File: src/rtl/exe_muldiv_seq.sv
// Iterative radix-2 multiply/divide sequencer for MULT/MULTU/DIV/DIVU beside the EX-stage ALU.
// One step per clock on operand magnitudes, then one fix-up cycle that signs the result and writes HI/LO.
module exe_muldiv_seq #(
    parameter int WIDTH = 32
) (
    input  logic             clk,
    input  logic             reset,
    input  logic             start,
    input  logic [1:0]       op,
    input  logic [WIDTH-1:0] src_a,
    input  logic [WIDTH-1:0] src_b,
    input  logic             flush,
    output logic             busy,
    output logic             stall,
    output logic             done,
    output logic             div_by_zero,
    output logic [WIDTH-1:0] hi_out,
    output logic [WIDTH-1:0] lo_out
);
    localparam int CW = $clog2(WIDTH);

    typedef enum logic [1:0] {IDLE, CALC, FIX} state_t;

    state_t             state_q;
    logic [CW-1:0]      cnt_q;
    logic               is_div_q;
    logic               neg_lo_q;
    logic               neg_hi_q;
    logic               zero_div_q;
    logic [WIDTH-1:0]   opb_q;
    logic [2*WIDTH-1:0] acc_q, acc_d;
    logic [WIDTH-1:0]   rem_q, rem_d;
    logic               busy_q, done_q, dbz_q;
    logic [WIDTH-1:0]   hi_q, lo_q;

    logic               a_neg, b_neg;
    logic [WIDTH-1:0]   a_mag, b_mag;
    logic [WIDTH:0]     mul_sum;
    logic [WIDTH:0]     shifted;
    logic [WIDTH:0]     trial;
    logic [2*WIDTH-1:0] prod_fix;
    logic [WIDTH-1:0]   quo_fix, rem_fix;

    // op[0] selects the signed variants; the core only ever sees magnitudes.
    assign a_neg = op[0] & src_a[WIDTH-1];
    assign b_neg = op[0] & src_b[WIDTH-1];
    assign a_mag = a_neg ? -src_a : src_a;
    assign b_mag = b_neg ? -src_b : src_b;

    always_comb begin
        // NOTE: each always_comb target is given a default before any branch, so no latch is inferred.
        acc_d   = acc_q;
        rem_d   = rem_q;
        mul_sum = {1'b0, acc_q[2*WIDTH-1:WIDTH]} + {1'b0, opb_q & {WIDTH{acc_q[0]}}};
        shifted = {rem_q, acc_q[WIDTH-1]};
        // Partial remainder is below the divisor, so bit WIDTH of the difference is the borrow.
        trial   = shifted - {1'b0, opb_q};
        if (!is_div_q) begin
            acc_d = {mul_sum, acc_q[WIDTH-1:1]};
        end else if (trial[WIDTH]) begin
            rem_d              = shifted[WIDTH-1:0];
            acc_d[WIDTH-1:0]   = {acc_q[WIDTH-2:0], 1'b0};
        end else begin
            rem_d              = trial[WIDTH-1:0];
            acc_d[WIDTH-1:0]   = {acc_q[WIDTH-2:0], 1'b1};
        end
    end

    assign prod_fix = neg_lo_q ? -acc_q : acc_q;
    assign quo_fix  = zero_div_q ? {WIDTH{1'b1}}
                                 : (neg_lo_q ? -acc_q[WIDTH-1:0] : acc_q[WIDTH-1:0]);
    assign rem_fix  = neg_hi_q ? -rem_q : rem_q;

    // NOTE: sequential state uses non-blocking assignments so every flop samples pre-edge values.
    always_ff @(posedge clk or negedge reset) begin
        if (!reset) begin
            state_q    <= IDLE;
            cnt_q      <= '0;
            is_div_q   <= 1'b0;
            neg_lo_q   <= 1'b0;
            neg_hi_q   <= 1'b0;
            zero_div_q <= 1'b0;
            opb_q      <= '0;
            acc_q      <= '0;
            rem_q      <= '0;
            busy_q     <= 1'b0;
            done_q     <= 1'b0;
            dbz_q      <= 1'b0;
            hi_q       <= '0;
            lo_q       <= '0;
        end else begin
            done_q <= 1'b0;
            unique case (state_q)
                IDLE: begin
                    if (start && !flush) begin
                        state_q    <= CALC;
                        busy_q     <= 1'b1;
                        cnt_q      <= '0;
                        is_div_q   <= op[1];
                        neg_lo_q   <= a_neg ^ b_neg;
                        neg_hi_q   <= a_neg;
                        zero_div_q <= op[1] & (src_b == '0);
                        opb_q      <= b_mag;
                        acc_q      <= {{WIDTH{1'b0}}, a_mag};
                        rem_q      <= '0;
                    end
                end
                CALC: begin
                    if (flush) begin
                        state_q <= IDLE;
                        busy_q  <= 1'b0;
                    end else begin
                        acc_q <= acc_d;
                        rem_q <= rem_d;
                        cnt_q <= cnt_q + CW'(1);
                        if (cnt_q == CW'(WIDTH - 1)) begin
                            state_q <= FIX;
                        end
                    end
                end
                FIX: begin
                    state_q <= IDLE;
                    busy_q  <= 1'b0;
                    // A flush on this edge discards the result and suppresses done.
                    if (!flush) begin
                        done_q <= 1'b1;
                        dbz_q  <= zero_div_q;
                        if (is_div_q) begin
                            hi_q <= rem_fix;
                            lo_q <= quo_fix;
                        end else begin
                            hi_q <= prod_fix[2*WIDTH-1:WIDTH];
                            lo_q <= prod_fix[WIDTH-1:0];
                        end
                    end
                end
                default: begin
                    state_q <= IDLE;
                    busy_q  <= 1'b0;
                end
            endcase
        end
    end

    assign busy        = busy_q;
    assign stall       = busy_q | (start & (state_q == IDLE));
    assign done        = done_q;
    assign div_by_zero = dbz_q;
    assign hi_out      = hi_q;
    assign lo_out      = lo_q;

endmodule

File: config.mk
export PLATFORM = sky130hd
export DESIGN_NAME = exe_muldiv_seq
export DESIGN_NICKNAME = d
export VERILOG_FILES = /design/src/rtl/exe_muldiv_seq.sv
export SDC_FILE = /design/constraint.sdc
export NUM_CORES = 1
export LEC_CHECK = 0
export ABC_AREA = 0
export CAP_MARGIN = 0
export CORE_MARGIN = 2
export CORE_UTILIZATION = 54
export CTS_CLUSTER_DIAMETER = 150
export DETAILED_ROUTE_END_ITERATION = 16
export PLACE_DENSITY_LB_ADDON = 0.05
export SLEW_MARGIN = 20
export SYNTH_ARGS = -nofsm -noshare
export SYNTH_HDL_FRONTEND = slang
export SYNTH_SLANG_ARGS = --single-unit
export TNS_END_PERCENT = 30
File: constraint.sdc
create_clock -name clk -period 2.92 [get_ports clk]
set_clock_uncertainty 0.1 [all_clocks]
set_input_delay 0.584 -clock clk [delete_from_list [all_inputs] [get_ports clk]]
set_output_delay 0.584 -clock clk [all_outputs]
set_load 0.02 [all_outputs]
**Routed clock nets over the placement**

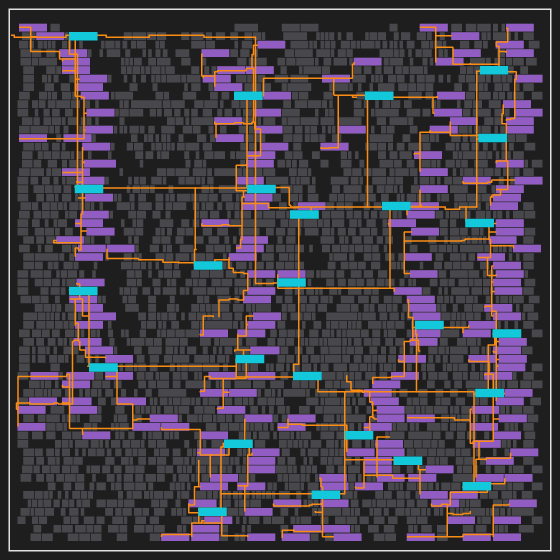
cyan -> clock-net drivers  # count 25
orange -> clock wires  # length 2790 um
purple -> flip-flops  # count 206
flops lie = widely spread
clk pwr: 3.09 mW
Clk network pwr share: 27.5%
Latency at later pin: 0.54 ns

**I/O nets highlighted**

Scale bar: 50 um.
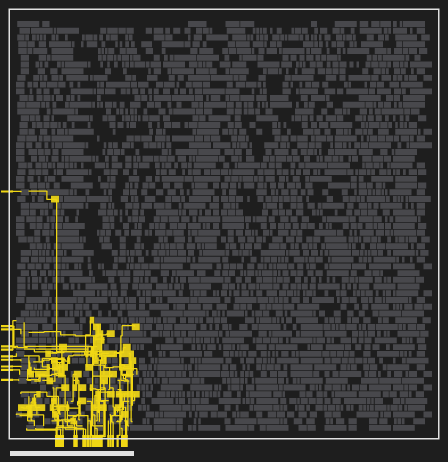
yellow -> `src_a`  # direction input, edge 22 bottom, 10 left, end cells 72, buffers 52, wire 1380 um

**Sequential cells grouped by signal name**

Other sequential cells in the stronger gray, the rest of the logic in the fainter gray.
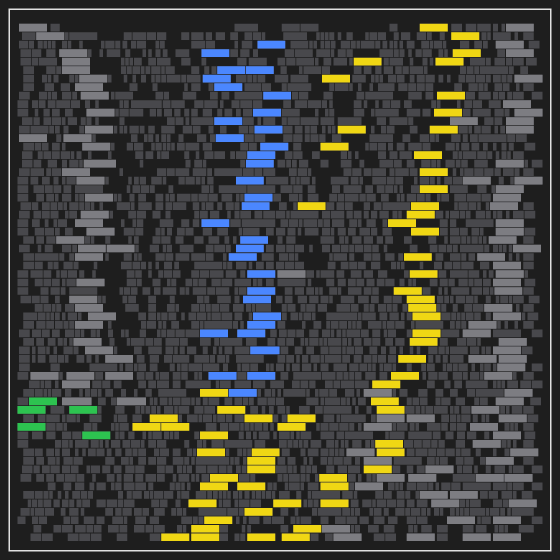
yellow -> `acc_q`  # sequential cells 64
green -> `cnt_q`  # sequential cells 5, where bottom left
blue -> `rem_q`  # sequential cells 32
not colored = 105

==> impl_metrics.ini <==
; physical design summary
[finish]
final_util_pct = 76.1
fin_nets = 2467
final_cell_count_no_fill = 2718
diodes = 0
drive_above_1_share_pct = 22.8
syn_to_final_growth_pct = 37.9

[critical_path]
worst_r2r_path_depth = 8
critPathMaxFanout = 4
end_kind = flip-flop
r2r_setup_slack_ns = -0.30
critPathMostFrequentCell = or4_4
timing.rr.end = hi_out[27]
worstPathCellList = or4_4 -> or4_4 -> or3_4 -> or4_4 -> o41ai_2 -> xor2_1 -> buf_4 -> o221ai_1
cp_slowest_cell = or4_4
start_kind = flip-flop
cp.required_ns = 3.20
worstSetupPathType = flip-flop to flip-flop
r2r_start = rem_q[13]
worstPathArrival_ns = 3.50

[synthesis]
ys_top_cells_by_area = dfrtp_1, o21ai_0, nand2_1
top_cells_by_count = nand2_1, o21ai_0, dfrtp_1
synth_chip_area_mm2 = 0.0154
ys_cells = 1902
syn-mean-instance-area_um2 = 8.10
yosys.cell_types.count = 72
xor_share_pct = 11.0
top_area_cell = dfrtp_1
aoi_share_pct = 22.5
syn_inst = 1902
yosys.area_share.adder_pct = 5.94
ys_ff = 206
edf_count = 0
async_reset_ff_share_pct = 100
netlist.area_leader.share_pct = 33.4
syn_area_mm2 = 0.0154
syn_nets = 2044
ys_top_logic_family = AND-OR/OR-AND gates
most_common_cell = nand2_1
synth_warnings = 0
simple_gate_area_share_pct = 19.4
muxShareOfSynthArea_pct = 3.73

[sta]
hold_viol = 0
worst_pin_slew_ns = 1.24
setup_viol = 51
finalClockPeriodUsage_pct = 110
rsz0062_at_grt = yes
maxSlewHeadroom_pct = 17.5
post-route-min-period_ns = 3.22
max_freq_ghz = 0.310
maxSlewViolCount = 0
worst_slack_ns = -0.305

[clock_network]
clock-sinks = 206
cts_tree = yes
cts_root_buf = clkbuf_16
clock_path_buffers = 3
clkTransAtPathRegs_ns = 0.06
cts-htree-levels = 1

[die]
die_h_um = 173
initial_core_util_pct = 55.2
chipWidth_um = 173
coreArea_mm2 = 0.0279
die_area_mm2 = 0.0299
rows = 61

[place]
place_congestion = 0.936
portBuffers = 137
placedCellCount = 2661
hpwl_um = 38800

[min_path]
min_from = hi_out[16]
worstHoldPathType = flip-flop to flip-flop
hold_path_end = hi_out[16]

[pwr]
irDropWorstVdd_mv = 0.452
cellPowerDensity_mw_per_mm2 = 528

[global_route]
grtUsageTotal_pct = 32.5
grt_max_degree = 69
antenna_found_initial = 0
first_global_vias = 14900

[outcome]
outcome = complete, but fails checks
failed_checks = setup timing

[route]
drtIter0Drc = 1515
first_pass_iters = 5
drtAntennaViolNets = 0
vias = 15900
wl_per_cell_um = 18.7

[flow_run]
warnings = 29
maxCapViolCount = 0
## worst min-delay path, cell delays in order, from the launching register on
cell and delay (ns):
dfrtp_1 0.34, nand2_1 0.04, o21ai_0 0.06
## flip-flops by register name (all words and copies together), names as in the netlist
signal,count
acc_q,64
hi_out,32
lo_out,32
opb_q,32
rem_q,32
cnt_q,5
state_q,2
busy,1
div_by_zero,1
done,1
is_div_q,1
neg_hi_q,1
neg_lo_q,1
zero_div_q,1
## how the worst max path moves through the flow
stage                     startpoint          to  slack (ns)  cells after the start
final                      rem_q[13]  hi_out[27]       -0.30                      8
after global routing       rem_q[13]  hi_out[27]       -0.41                      8
after CTS                  rem_q[13]  hi_out[26]       -0.29                      8
after detailed placement    src_b[8]   opb_q[29]       -0.69                      9
after global placement      src_b[8]   opb_q[28]       -0.66                     10
after floorplan            rem_q[13]  hi_out[26]       -0.13                      8
## layer usage
| metal | up-vias | wire, um | global-route usage, % |
|---|---|---|---|
| met5 | - | 0 | 0 |
| met4 | 0 | 1390 | 9.07 |
| met3 | 87 | 4880 | 6.53 |
| met2 | 691 | 21300 | 47.0 |
| met1 | 7448 | 23300 | 49.2 |
| li1 | 7638 | - | - |
## layout make-up
| class | count | area [um2] |
|---|---|---|
| Inverter | 63 | 239 |
| Clock inverter | 9 | 109 |
| Fill cell | 2093 | 6680 |
| Sequential cell | 206 | 5160 |
| Clock buffer | 33 | 696 |
| Timing Repair Buffer | 496 | 4240 |
| Tap cell | 378 | 473 |
| Multi-Input combinational cell | 1533 | 10300 |
## stage by stage
stage | power [mW] | instance area, um2 | worst slack (ns) | setup TNS, ns | hold WS (ns)
after global routing | 11.8 | 21300 | -0.406 | -12.96 | 0.403
after detailed placement | 7.76 | 19600 | -0.686 | -23.76 | 0.362
after CTS | 11.0 | 20800 | -0.287 | -6.44 | 0.382
after floorplan | 5.87 | 15500 | -0.133 | -1.26 | 0.188
after global placement | 7.64 | 19600 | -0.662 | -18.97 | 0.358
final | 11.2 | 21300 | -0.305 | -7.04 | 0.378
## timing repair
action | CTS | global route
hold buffers | 1 | 0
hold endpoints to repair | 47 | 0
endpoints found under the setup margin | 76 | 92
pin swaps | 25 | 34
buffers inserted | 7 | 6
gates cloned | 0 | 2
gates resized | 101 | 86
## cells by family (layout without fill, tap and decap cells)
logic type,Yosys count,after routing
AOI/OAI and AO/OA,569,569
xor gates and xnor gates,193,193
adders and majority gates,72,72
buffers and inverters,163,601
DFF,206,206
muxes,57,57
and+or+nand+nor,642,642
## cell usage in the layout, fill, tap and decap left out, types with 14 or more instances in the layout
cell             count
a21oi_1            118
or3_1               27
nor3_1              24
nor2_1             169
nand2b_1            19
mux2i_1             52
o21ai_0            179
clkdlybuf4s50_1    136
nand2_1            258
o31ai_1             26
or4_1               14
clkbuf_16           27
buf_4              340
a21o_1              30
dfrtp_1            202
a31oi_1             16
o21ai_1             38
ha_1                66
xor2_1             101
inv_1               56
nand3_1             20
xnor2_1             86
## report_power, final
group / internal, mW / switching (mW)
combinational: 2.03 / 2.60
clock: 1.84 / 1.24
sequential: 3.16 / 0.349
Power figures rest on the tool's default switching activity, not on a simulated workload.
